--- src/rtl/adder16.sv ---
`default_nettype none
// ============================================================================
// Module   : adder16
// Brief    : 16-bit carry-lookahead adder/subtractor. It is built from four
//            4-bit CLA blocks and a group lookahead unit. It supports full
//            16-bit add/sub and four independent nibble lanes. The result is
//            combinational, and registered copies plus an overflow flag are
//            provided.
// Revision : 1.0 - initial release
// ============================================================================
module adder16 (
    input  logic        clk,
    input  logic        rst,
    input  logic [15:0] a,
    input  logic [15:0] b,
    input  logic        padd,
    input  logic        sub,
    output logic [15:0] sum,
    output logic        cout,
    output logic [15:0] sum_q,
    output logic        cout_q,
    output logic        ovf_q
);

    localparam int c_LANES = 4;

    // Subtraction reuses the adder: invert B and inject a carry-in of one.
    logic [15:0]        w_b_eff;
    logic [15:0]        w_sum;
    logic [c_LANES-1:0] w_gg;        // group generate per block
    logic [c_LANES-1:0] w_gp;        // group propagate per block
    logic [c_LANES:0]   w_c_la;      // lookahead carries c0, c4, c8, c12, c16
    logic [c_LANES-1:0] w_blk_cin;   // carry-in actually applied to each block
    logic [c_LANES-1:0] w_blk_c3;    // carry into each block's MSB
    logic [c_LANES-1:0] w_blk_cout;  // each block's own carry out (lane carry)
    logic               w_cout;
    logic               w_ovf;

    assign w_b_eff = b ^ {16{sub}};

    // Four 4-bit CLA blocks. Internal carries are derived from the block
    // carry-in through the lookahead equations, so no bit ripples.
    for (genvar gi = 0; gi < c_LANES; gi++) begin : g_blk
        logic [3:0] w_g;
        logic [3:0] w_p;
        logic [3:0] w_c;

        assign w_g = a[4*gi +: 4] & w_b_eff[4*gi +: 4];
        assign w_p = a[4*gi +: 4] ^ w_b_eff[4*gi +: 4];

        assign w_c[0] = w_blk_cin[gi];
        assign w_c[1] = w_g[0] | (w_p[0] & w_c[0]);
        assign w_c[2] = w_g[1] | (w_p[1] & w_g[0]) | (w_p[1] & w_p[0] & w_c[0]);
        assign w_c[3] = w_g[2] | (w_p[2] & w_g[1]) | (w_p[2] & w_p[1] & w_g[0])
                      | (w_p[2] & w_p[1] & w_p[0] & w_c[0]);

        assign w_gg[gi] = w_g[3] | (w_p[3] & w_g[2]) | (w_p[3] & w_p[2] & w_g[1])
                        | (w_p[3] & w_p[2] & w_p[1] & w_g[0]);
        assign w_gp[gi] = &w_p;

        assign w_sum[4*gi +: 4] = w_p ^ w_c;
        assign w_blk_c3[gi]     = w_c[3];
        assign w_blk_cout[gi]   = w_gg[gi] | (w_gp[gi] & w_blk_cin[gi]);
    end

    // The group lookahead unit forms the block boundary carries directly from
    // the group G/P values and c0.
    assign w_c_la[0] = sub;
    assign w_c_la[1] = w_gg[0] | (w_gp[0] & w_c_la[0]);
    assign w_c_la[2] = w_gg[1] | (w_gp[1] & w_gg[0])
                     | (w_gp[1] & w_gp[0] & w_c_la[0]);
    assign w_c_la[3] = w_gg[2] | (w_gp[2] & w_gg[1])
                     | (w_gp[2] & w_gp[1] & w_gg[0])
                     | (w_gp[2] & w_gp[1] & w_gp[0] & w_c_la[0]);
    assign w_c_la[4] = w_gg[3] | (w_gp[3] & w_gg[2])
                     | (w_gp[3] & w_gp[2] & w_gg[1])
                     | (w_gp[3] & w_gp[2] & w_gp[1] & w_gg[0])
                     | (w_gp[3] & w_gp[2] & w_gp[1] & w_gp[0] & w_c_la[0]);

    // In nibble mode the boundary carries are cut, and every lane restarts
    // with the sub bit as its carry-in.
    assign w_blk_cin[0] = sub;
    assign w_blk_cin[1] = padd ? sub : w_c_la[1];
    assign w_blk_cin[2] = padd ? sub : w_c_la[2];
    assign w_blk_cin[3] = padd ? sub : w_c_la[3];

    // Signed overflow is the carry into the MSB XOR the carry out. This is
    // tested per lane in nibble mode and over the full word otherwise.
    assign w_cout = padd ? w_blk_cout[3] : w_c_la[4];
    assign w_ovf  = padd ? |(w_blk_c3 ^ w_blk_cout)
                         : (w_blk_c3[3] ^ w_c_la[4]);

    assign sum  = w_sum;
    assign cout = w_cout;

    // Pipeline copies of the result for downstream consumers. Only these
    // copies are reset.
    always_ff @(posedge clk) begin
        if (rst) begin
            sum_q  <= 16'h0000;
            cout_q <= 1'b0;
            ovf_q  <= 1'b0;
        end else begin
            sum_q  <= w_sum;
            cout_q <= w_cout;
            ovf_q  <= w_ovf;
        end
    end

endmodule
`default_nettype wire

--- config.mk ---
export PLATFORM = sky130hd
export DESIGN_NAME = adder16
export DESIGN_NICKNAME = d
export VERILOG_FILES = /design/src/rtl/adder16.sv
export SDC_FILE = /design/constraint.sdc
export NUM_CORES = 1
export LEC_CHECK = 0
export CAP_MARGIN = 10
export CELL_PAD_IN_SITES_DETAIL_PLACEMENT = 1
export CELL_PAD_IN_SITES_GLOBAL_PLACEMENT = 1
export CORE_MARGIN = 8
export CORE_UTILIZATION = 25
export CTS_CLUSTER_DIAMETER = 100
export CTS_CLUSTER_SIZE = 28
export DETAILED_ROUTE_END_ITERATION = 12
export GPL_TIMING_DRIVEN = 0
export PLACE_DENSITY = 0.75
export SYNTH_ARGS = -nofsm -noshare
export SYNTH_HDL_FRONTEND = slang
export SYNTH_SLANG_ARGS = --single-unit
--- constraint.sdc ---
create_clock -name clk -period 3.1 [get_ports clk]
set_clock_uncertainty 0.15 [all_clocks]
set_input_delay 0.31 -clock clk [delete_from_list [all_inputs] [get_ports clk]]
set_output_delay 0.31 -clock clk [all_outputs]
set_load 0.005 [all_outputs]
### Cell sizes after repair

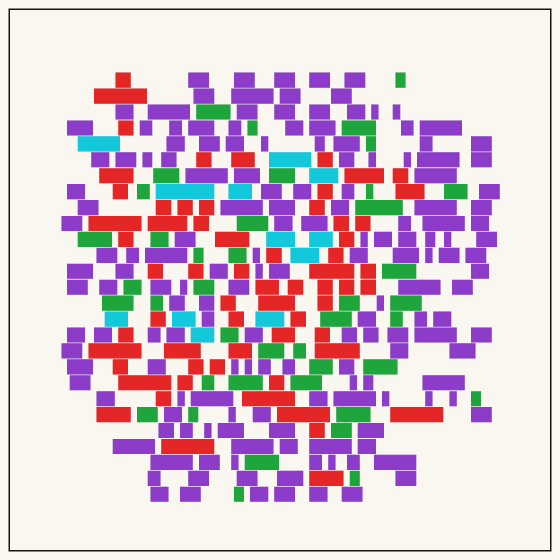
legend:
  drive 2:
    color: green
    cells: 41
    share: 15%
    most_used: buf_2
  drive 6 and up:
    color: cyan
    cells: 12
    share: 4.3%
    most_used: buf_6
  drive 1 or less:
    color: purple
    cells: 164
    share: 59%
    most_used: clkdlybuf4s50_1
  drive 3 to 4:
    color: red
    cells: 63
    share: 23%
    most_used: buf_4

### Cell outlines without signal wires

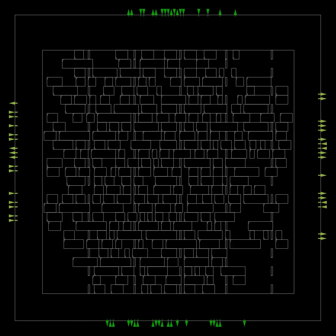
standard-cell rows: 27
number of flip-flops and latches: 18
sequential cell area share: 11.9%
floorplan core area: 5570 sq um
final core utilization: 54.4%

### Signal wires by layer

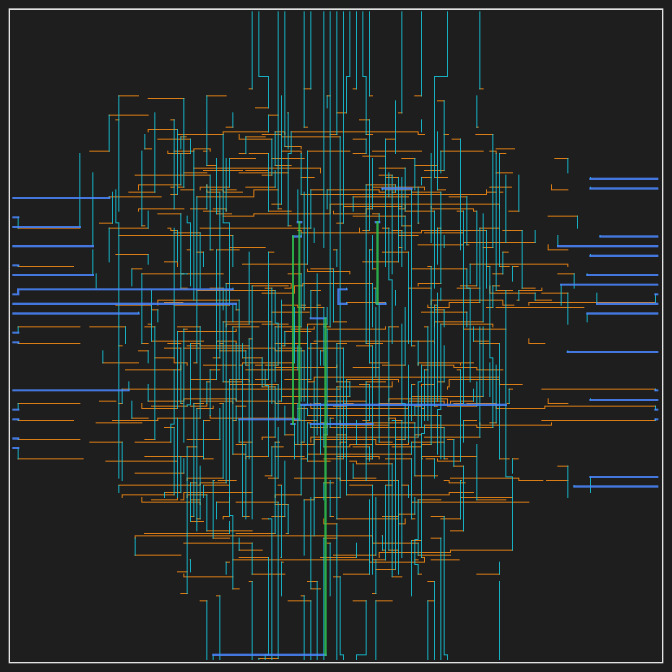
legend:
  met1:
    color: orange
    wire_length: 2270 um
  met3:
    color: blue
    wire_length: 360 um
  met2:
    color: cyan
    wire_length: 3230 um
  met4:
    color: green
    wire_length: 114 um

### Cells colored by class

Fill, decap, tap and diode cells in gray.
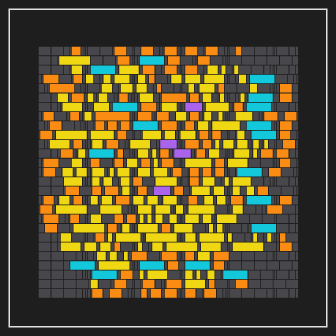
legend:
  all other logic:
    color: yellow
    cells: 141
    share_of_their_area: 49%
  other buffers and delay cells:
    color: orange
    cells: 117
    share_of_their_area: 37%
  clock drivers and dummy loads:
    color: purple
    cells: 4
    share_of_their_area: 1.9%
  flip-flops:
    color: cyan
    cells: 18
    share_of_their_area: 12%

### Wires at chosen ports, followed through buffers

The bar under the picture is 20 um long.
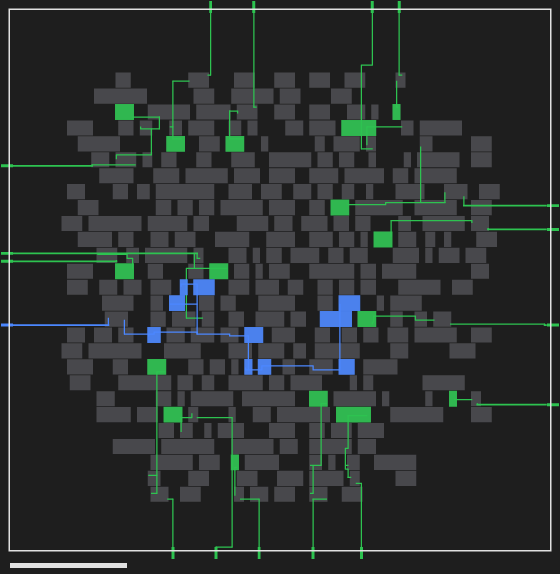
legend:
  padd:
    color: blue
    bits: 1
    direction: input
    edge: left
    end_cells: 10
    buffers: 1
    wire: 93.4 um
  sum:
    color: green
    bits: 16
    direction: output
    edge: 5 bottom, 4 top, 4 right, 3 left
    end_cells: 16
    buffers: 16
    wire: 483 um

==> notes.md <==
Purpose: to document the outcome of synthesis and place and route.

Worst setup path
The data required time at the worst endpoint is 2.64 ns. The worst setup path startpoint is a[6]. The worst setup path is launched from an input port. The largest incremental delay on the critical path is 0.54 ns. Looking at the setup timing report, the critical path kind is in2out. The buffers plus inverters on the worst setup path is 5. STA classifies the critical path endpoint as an output port. The critical path goes through clkdlybuf4s50_1 > ha_4 > nand3_2 > a21oi_4 > o31ai_4 > a21boi_2 > buf_4 > inv_2 > fa_2 > inv_1 > buf_2.

The cell type group with the largest total delay on the critical path is adder cells. The number of stages on the worst setup path is 11. On the critical path the data arrives at 2.59 ns. The slowest stage of the critical path is the sky130_fd_sc_hd__fa_2 cell. The highest fanout seen on the critical path is 4. OpenSTA lists the critical path endpoint as sum[12].

Pwr
The power report attributes to the combinational group a share of 62.1%. The total chip power is 1.30 mW. The leakage power is 1.36 nW.

The internal power is 854 uW. The largest voltage drop on the vdd net is 183 uV. The reported sequential group power is 284 uW.

The net switching power figure is 445 uW. The power report attributes to the sequential group a share of 21.8%. The power report lists the clock group at 209 uW. The largest part of the power goes to combinational logic. The proportion of total power due to net switching is 34.3%. The power report lists the combinational group at 807 uW. The power density relative to cell area is 428 nW/um^2.

The clock network is responsible for 16.1% of the overall power.

Cells and area
The post-layout instance area is 3030 sq um. Counting the inverters off the clock network in the layout gives 12. The registers reported with the highest flop counts are sum_q x16, cout_q x1, ovf_q x1.

Counting only logic cells after layout, the most numerous master is sky130_fd_sc_hd__buf_4. The fraction of area in non-clock buffers is 35.7%. The final design was reported to hold multi-input combinational gates totalling 129. The multi-input combinational cell area is 1400 sq um. Of all the cell area in the finished design, the clock network holds 1.81%.

The register with the most flip-flops in the layout has 16 of them. Per the cell usage report, the commonest logic cells after layout are sky130_fd_sc_hd__buf_4 (40), sky130_fd_sc_hd__clkdlybuf4s50_1 (38), sky130_fd_sc_hd__dfxtp_1 (18). The area growth from synthesis to final layout is 109%. The share of cell area taken by multi-input logic gates is 46.2%. The class occupying the most area after layout is reported as combinational gates.

The number of antenna diodes is 0. The area taken by sequential standard cells is reported as 360 sq um. Cells with a size suffix above 1 make up 41.4% of the layout. The number of clock buffer instances in the layout is 4.

In the final layout, excluding clock buffers the buffer count is 117. For this run, the post-layout net count is 336. After the flow finishes, the layout carries non-filler instances totaling 352.

The register containing the most flip-flops in the final layout is sum_q. The number of fill cells is 618.

Route
The first-pass iteration count of the detailed router is 6. The detailed-route via count is 1610. The met3 layer wire length in the routed design is 360 um. The number of vias per cell is 4.57.

In the final routing, the length of wire on met1 measures 2270 um. Detailed-route iteration 0 reported a violation count of 31. The count of nets left with antenna violations once routing finished came out at 0. The total length of routed met2 wires is 3230 um. The number of DRC violations after detailed routing is 0.

The highest layer touched by signal routing is met4. The wire length reported by the detailed router is 5980 um. The final routed wire length divided by cell count is 17.0 um.

Place
The worst slack at placement is -1.49 ns. Including well taps, the total number of placed cells is 304. The post-placement cell area is 2230 sq um.

The final weighted congestion in routability-driven placement is 0.768. The count of buffers from port buffering is 69. The half-perimeter wire length after placement is 3700 um.

Timing
The highest clock frequency the design can meet is 0.328 GHz. Counting endpoints that fail hold in the final report gives 0. The minimum clock period is 3.05 ns. Setup repair after global routing could not meet its margin everywhere. The final critical-path share of the clock period is 98.3%. The worst-case max-slew headroom was logged as 59.4%.

Looking at the max-slew report, the worst-margin pin has a slew of 0.610 ns. The final report lists the setup-violating endpoint count as 0. The most critical hold endpoint after final layout shows a slack of 0.311 ns. The max-slew violation total from the final report is 0. The final critical-path setup slack is 0.0535 ns. Summed over all failing endpoints, the final setup total negative slack is 0 ns.

Global routing
The wire length of the first global-routing pass is 8900 um. The initial antenna violation count is 0. The busiest layer in global routing is met2. The met3 track utilization from global routing is 3.02%.

The overall routing resource usage is 12.9%. The met1 global-route usage is 13.5%. On met2, the global router reports a usage of 24.7%. Entering global routing, the biggest net connects 11 pins. The global-route congestion overflow total is 0. The via count of the first global-routing pass is 1805.

Floorplanning
The top-level I/O count is 71. The well tap count is 72. According to the floorplan report, the total die area is 8510 sq um. The die height is 92.2 um.

The horizontal die dimension reported for this design is 92.2 um. The starting density of the core is 26.1%.

Worst hold path
The kind of path behind the tightest hold check is in2reg. The number of cells on the worst hold path is 3. The startpoint identified for the worst hold timing path is padd. The end of the worst hold path is ovf_q$_SDFF_PP0_.

Synth
The mux contribution to synthesized area is 2.07%. The cell-mix breakdown from Yosys lists the compound-gate area share as 15.8%. The dominant combinational cell family by area after synthesis is adder cells. The synthesized area per cell is 8.91 sq um. The part of the Yosys area used for sequential elements is 24.8%.

The synthesis report gives the async set-or-reset register share as 0%. The cell area after technology mapping is 1450 sq um. The parity-gate share of the synthesized area counting xor and xnor cells is 17.5%.

The net count after synthesis is 218. In this run, the synthesized area fraction spent on adder and majority cells is recorded as 17.9%. In this run, synthesis produced a sequential element count of 18. In the synthesized netlist, the number of instances is 163. The synthesis report names the predominant flop master as sky130_fd_sc_hd__dfxtp_1.

The simple-gate share of the synthesized area is 17.2%. The area figure in the yosys stat output is 1450 sq um. The total cells reported by yosys after synthesis is 163. In this run, distinct cell masters in the synthesized netlist total 37. The synthesized design contains 0 enable-type register cells. The synthesis report lists the Yosys warning total as 0.

CTS
In this run, post-CTS repair resized a total of 89 instances. The tree is rooted in a sky130_fd_sc_hd__clkbuf_8. The count of hold-fix buffers inserted at cts is 0. The clock slew seen by the registers of the worst setup and hold paths is 0.08 ns. The maximum clock path buffer count is 2.

The total CTS buffers is 3. In this run the number of H-tree levels came out at 1. TritonCTS built the clock tree.

The count of buffers added by post-CTS timing repair for setup is 36. Clock tree synthesis found a total of 18 sinks.

Outcome
The run finished with clean final reports.

Flow run
The total tool warning count is 28. Max-cap violations in this run came to 0.
==> synth_stat cells (4+ instances only) <==
cell type / instances / area [sq um]
sky130_fd_sc_hd__nand2_1: 8 / 30.0
sky130_fd_sc_hd__nor2_1: 10 / 37.5
sky130_fd_sc_hd__nand3_1: 4 / 20.0
sky130_fd_sc_hd__and3_1: 4 / 25.0
sky130_fd_sc_hd__a21oi_1: 8 / 40.0
sky130_fd_sc_hd__a21o_1: 4 / 30.0
sky130_fd_sc_hd__dfxtp_1: 18 / 360
sky130_fd_sc_hd__xnor2_1: 11 / 96.3
sky130_fd_sc_hd__nor2b_1: 13 / 81.3
sky130_fd_sc_hd__ha_1: 16 / 200
sky130_fd_sc_hd__xor2_1: 18 / 158
sky130_fd_sc_hd__inv_1: 12 / 45.0
Power figures rest on the tool's default switching activity, not on a simulated workload.
